### src/rtl/uart_tx.sv
// UART transmitter: 1 start, 8 data LSB first, parity, 1-2 stop bits.
// One-entry holding register; back-to-back frames leave no idle gap.
module uart_tx #(
   parameter int CLKS_PER_BAUD = 15259,
   parameter bit PARITY_ODD    = 1'b0,
   parameter int STOP_BITS     = 2
) (
   input  logic       ref_clk,
   input  logic       reset,
   input  logic [7:0] tx_data,
   input  logic       tx_valid,
   output logic       tx_ready,
   output logic       tx,
   output logic       busy,
   output logic       frame_done
);

   typedef enum logic [2:0] {
      IDLE,
      START,
      DATA,
      PARITY,
      STOP
   } state_t;

   localparam logic [15:0] BAUD_LAST = 16'(CLKS_PER_BAUD - 1);
   localparam logic        STOP_LAST = 1'(STOP_BITS - 1);

   state_t      state_q, state_d;
   logic [15:0] baud_cnt_q, baud_cnt_d;
   logic [2:0]  bit_cnt_q, bit_cnt_d;
   logic        stop_cnt_q, stop_cnt_d;
   logic [7:0]  shift_q, shift_d;
   logic        par_q, par_d;
   logic [7:0]  hold_q, hold_d;
   logic        hold_full_q, hold_full_d;
   logic        tx_q, tx_d;
   logic        busy_q, busy_d;
   logic        frame_done_q, frame_done_d;
   logic        bit_end;
   logic        load;

   assign tx_ready   = !hold_full_q;
   assign tx         = tx_q;
   assign busy       = busy_q;
   assign frame_done = frame_done_q;

   always_comb begin
      state_d      = state_q;
      baud_cnt_d   = baud_cnt_q;
      bit_cnt_d    = bit_cnt_q;
      stop_cnt_d   = stop_cnt_q;
      shift_d      = shift_q;
      par_d        = par_q;
      hold_d       = hold_q;
      hold_full_d  = hold_full_q;
      tx_d         = tx_q;
      frame_done_d = 1'b0;
      load         = 1'b0;
      bit_end      = (baud_cnt_q == BAUD_LAST);

      if (tx_valid && !hold_full_q) begin
         hold_d      = tx_data;
         hold_full_d = 1'b1;
      end

      if (state_q != IDLE) begin
         baud_cnt_d = bit_end ? 16'd0 : baud_cnt_q + 16'd1;
      end

      unique case (state_q)
         IDLE: begin
            tx_d = 1'b1;
            load = hold_full_q;
         end
         START: begin
            if (bit_end) begin
               state_d   = DATA;
               bit_cnt_d = 3'd0;
               tx_d      = shift_q[0];
            end
         end
         DATA: begin
            if (bit_end) begin
               shift_d   = {1'b0, shift_q[7:1]};
               bit_cnt_d = bit_cnt_q + 3'd1;
               if (bit_cnt_q == 3'd7) begin
                  state_d = PARITY;
                  tx_d    = par_q;
               end else begin
                  tx_d = shift_q[1];
               end
            end
         end
         PARITY: begin
            if (bit_end) begin
               state_d    = STOP;
               stop_cnt_d = 1'b0;
               tx_d       = 1'b1;
            end
         end
         STOP: begin
            if (bit_end) begin
               if (stop_cnt_q == STOP_LAST) begin
                  frame_done_d = 1'b1;
                  // a waiting byte starts straight away, no idle bit
                  if (hold_full_q) begin
                     load = 1'b1;
                  end else begin
                     state_d = IDLE;
                     tx_d    = 1'b1;
                  end
               end else begin
                  stop_cnt_d = stop_cnt_q + 1'b1;
               end
            end
         end
         default: begin
            state_d = IDLE;
            tx_d    = 1'b1;
         end
      endcase

      if (load) begin
         shift_d     = hold_q;
         par_d       = (^hold_q) ^ PARITY_ODD;
         hold_full_d = 1'b0;
         state_d     = START;
         tx_d        = 1'b0;
         baud_cnt_d  = 16'd0;
      end

      busy_d = (state_d != IDLE);
   end

   always_ff @(posedge ref_clk or negedge reset) begin
      if (!reset) begin
         state_q      <= IDLE;
         baud_cnt_q   <= 16'd0;
         bit_cnt_q    <= 3'd0;
         stop_cnt_q   <= 1'b0;
         shift_q      <= 8'd0;
         par_q        <= 1'b0;
         hold_q       <= 8'd0;
         hold_full_q  <= 1'b0;
         tx_q         <= 1'b1;
         busy_q       <= 1'b0;
         frame_done_q <= 1'b0;
      end else begin
         state_q      <= state_d;
         baud_cnt_q   <= baud_cnt_d;
         bit_cnt_q    <= bit_cnt_d;
         stop_cnt_q   <= stop_cnt_d;
         shift_q      <= shift_d;
         par_q        <= par_d;
         hold_q       <= hold_d;
         hold_full_q  <= hold_full_d;
         tx_q         <= tx_d;
         busy_q       <= busy_d;
         frame_done_q <= frame_done_d;
      end
   end

endmodule

### config.mk
export PLATFORM = sky130hd
export DESIGN_NAME = uart_tx
export DESIGN_NICKNAME = d
export VERILOG_FILES = /design/src/rtl/uart_tx.sv
export SDC_FILE = /design/constraint.sdc
export NUM_CORES = 1
export LEC_CHECK = 0
export CAP_MARGIN = 20
export CORE_MARGIN = 10
export CORE_UTILIZATION = 40
export DETAILED_ROUTE_END_ITERATION = 10
export PLACE_DENSITY = 0.66
export SETUP_SLACK_MARGIN = 0.5
export SYNTH_ARGS = -nofsm -noshare
export SYNTH_HDL_FRONTEND = slang
export SYNTH_SLANG_ARGS = --single-unit
### constraint.sdc
create_clock -name ref_clk -period 4.9 [get_ports ref_clk]
set_clock_uncertainty 0.05 [all_clocks]
set_input_delay 0.98 -clock ref_clk [delete_from_list [all_inputs] [get_ports ref_clk]]
set_output_delay 0.98 -clock ref_clk [all_outputs]
set_load 0.005 [all_outputs]
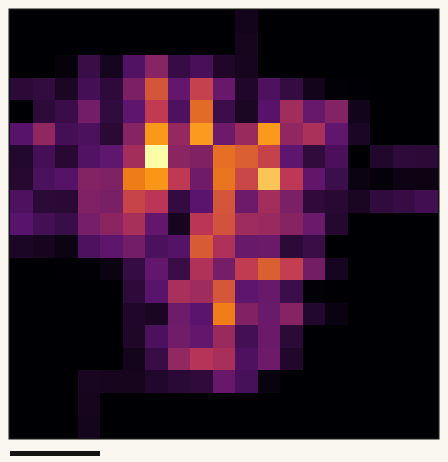
*Wiring heat map*
Scale bar: 20 um. The die is cut into 19 by 19 equal tiles; black is low, pale yellow is high, scaled to the fullest tile. Values are wire area over tile area, all layers added.
emptiest ninth of the die	lower right
nearly empty tiles	46%
densest ninth of the die	centre
mean over tiles	0.070

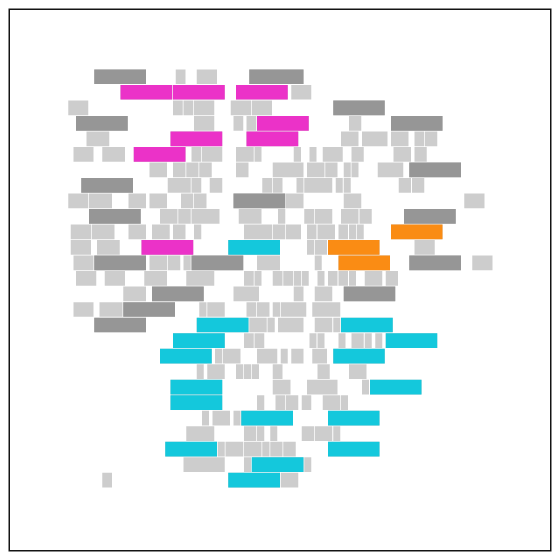
*Where the registers sit*
Other sequential cells in the stronger grey, the rest of the logic in the fainter grey.
colour	name in the netlist	placed flops
magenta	`shift_q`	8
orange	`state_q`	3
cyan	`baud_cnt_q`	16
not coloured	17

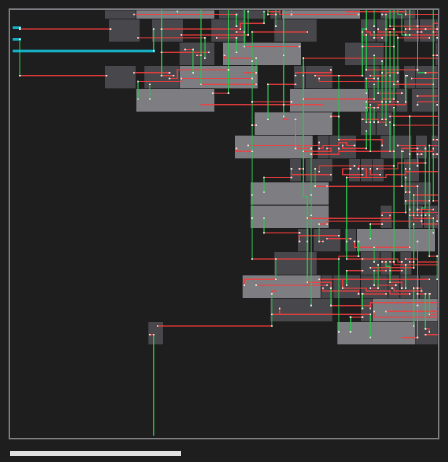
*A small window of the routed layout*
Scale bar: 20 um. Window x 0 to 50, y 0 to 50 um. Cells in grey, sequential cells in the stronger grey; small squares are vias.
colour	layer
red	met1
green	met2
cyan	met3
cells with their middle in the window	66
netlist names of flops here include	`baud_cnt_q` (9), `hold_q` (3)
most frequent	dfrtp_1 (12), nor2_1 (10)
sequential cells in the window	12

==> impl_metrics.toml <==
# flow metrics
[global_routing]
grt_start_max_net_pins = 45
grt_pass1_wl_um = 6870
first_global_vias = 1469
grt_overflow = 0
grtUsageMet1 = 0.127
top_usage_layer = "met2"
grt_use_met2 = 0.142
use_met3 = 0.0222
antenna_found_initial = 0

[setup_path]
timing.critical_path.to = "par_q"
rrSetupSlack_ns = 1.98
worstPathMaxFanout = 13
worstSetupEndpointType = "flip-flop"
required_ns = 5.03
r2r-start = "baud_cnt_q[0]"
path_cells = "inv_1 > ha_1 > and4bb_1 > nand4_1 > o21ai_1 > and3_1 > mux2_1"
crit_path_top_delay_cell = "o21ai_1"
reg2reg_to = "par_q"
worstSetupStartpointType = "flip-flop"
crit_path_max_incr_delay_ns = 0.72

[yosys]
synth-edff-count = 0
ys_cells = 216
yosysUniqueCellTypes = 39
top_area_cell = "dfrtp_1"
seq_area_frac_synth = 0.494
synthTopCellsByCount = "43 x dfrtp_1, 26 x nor2_1, 13 x nand4_1, 13 x xnor2_1, 12 x nand2_1"
async_flop_share = 1.00
synth-xor-area-share = 0.0864
top_logic_kind = "simple AND/OR/NAND/NOR gates"
ys_sh_adder = 0.0224
syn-instance-count = 216
ys_sh_aoi = 0.0831
avgSynthCellArea_um2 = 10.3
muxShareOfSynthArea = 0.0819
netlist_area_mm2 = 0.00223
top_area_frac = 0.483
ys_area_mm2 = 0.00223
ys.flop_type = "dfrtp_1"
topCellsByArea = "dfrtp_1 48%, xnor2_1 5.1%, mux2_2 4.5%"
synthMostInstantiatedCell = "dfrtp_1"
synth_flop_count = 44
syn_nets = 231
yosys_warnings = 0

[layout]
clk_share = 0.0374
clock_buffers = 7
regArea_mm2 = 0.00110
nNonClkBuffers = 15
lay_top_count = "dfrtp_1"
nNetsFinal = 241
num_antenna_cells = 0
nNonClkInverters = 8
final_util = 0.459
area_growth_syn_to_layout_pct = 12.6
nFillCells = 541
nMultiInputCombCells = 152
layout.area.top_class = "flip-flops and latches"
flops = 44
comb_area_share = 0.414
layout_top_cells = "43 x dfrtp_1, 26 x nor2_1, 13 x nand4_1, 13 x xnor2_1, 13 x clkdlybuf4s50_1"
final_cells = 299
seqAreaFraction = 0.439
nonClkBufAreaFrac = 0.0618
drive_gt1_frac = 0.0969

[detailed_routing]
met2_length_um = 1810
vias = 1532
drtIter0Drc = 107
wl_met3_um = 121
antenna_left = 0
wl_per_cell_um = 13.7
via_per_inst = 5.12
firstDrtPassIters = 4
finalWirelength_um = 4090
maxUsedRoutingLayer = "met4"
drc = 0
wl_met1_um = 2140

[sta]
finalSetupTns_ns = 0
fin_crit_ns = 2.92
holdWs_ns = 0.469
maxSlewViolCount = 0
timing.slew.headroom = 0.308
tightest_slew_ns = 1.04
max_freq_mhz = 342
hold_viol_final = 0
fin_ws_ns = 1.98
rsz0062_at_grt = "false"
min_period_over_period = 0.596
setup_viol = 0

[flow_run]
warning_count = 27
maxCapViolCount = 0

[clock_tree]
htree_levels = 2
cts_tree = "done"
insertion_delay_ns = 0.29
cts.sinks = 44
cts_buffers = 5
cts_setup_buffers = 0
clk_pin_slew_ns = 0.09
ctsLongestPathBuffers = 2
cts_resized = 0
cts_hold_buf = 0

[place]
place_ws_ns = 1.99
dp_cells = 290
port_buffers = 14
routabilityCongestion = 0.774

[power_and_ir_drop]
clkPwrFrac = 0.210
p_per_area_mw_per_mm2 = 443
p_seq_frac = 0.507
p_total_mw = 1.11
comb_power_share = 0.283
p_sw_frac = 0.317
p_switching_mw = 0.352
vdd_drop_max_mv = 0.334
clock_power_mw = 0.234
p_int_mw = 0.760
top_power_group = "sequential cells"
pg_seq_mw = 0.564
powerComb_mw = 0.315

[hold_path]
hold_start = "par_q"
min_path_cells = 1
hp-class = "flip-flop to flip-flop"
holdPathEnd = "par_q"

[die]
taps = 72
ios = 15
fp.dieW_um = 94.7

[status]
status = "finished, final reports clean"
==> state kept, by name (all words and copies together), names as in the netlist <==
| name | count |
|---|---|
| state_q | 3 |
| tx | 1 |
| busy | 1 |
| hold_full_q | 1 |
| frame_done | 1 |
| hold_q | 8 |
| bit_cnt_q | 3 |
| par_q | 1 |
| stop_cnt_q | 1 |
| baud_cnt_q | 16 |
| shift_q | 8 |
==> critical path, delay by kind of cell, from the launching register on <==
kind | cells | cell delay [ns]
multiplexers | 1 | 0.35
AND/OR/NAND/NOR | 3 | 1.07
buffers and inverters | 1 | 0.07
flip-flops | 1 | 0.42
AND-OR/OR-AND | 1 | 0.72
adder cells (fa/ha/maj) | 1 | 0.13
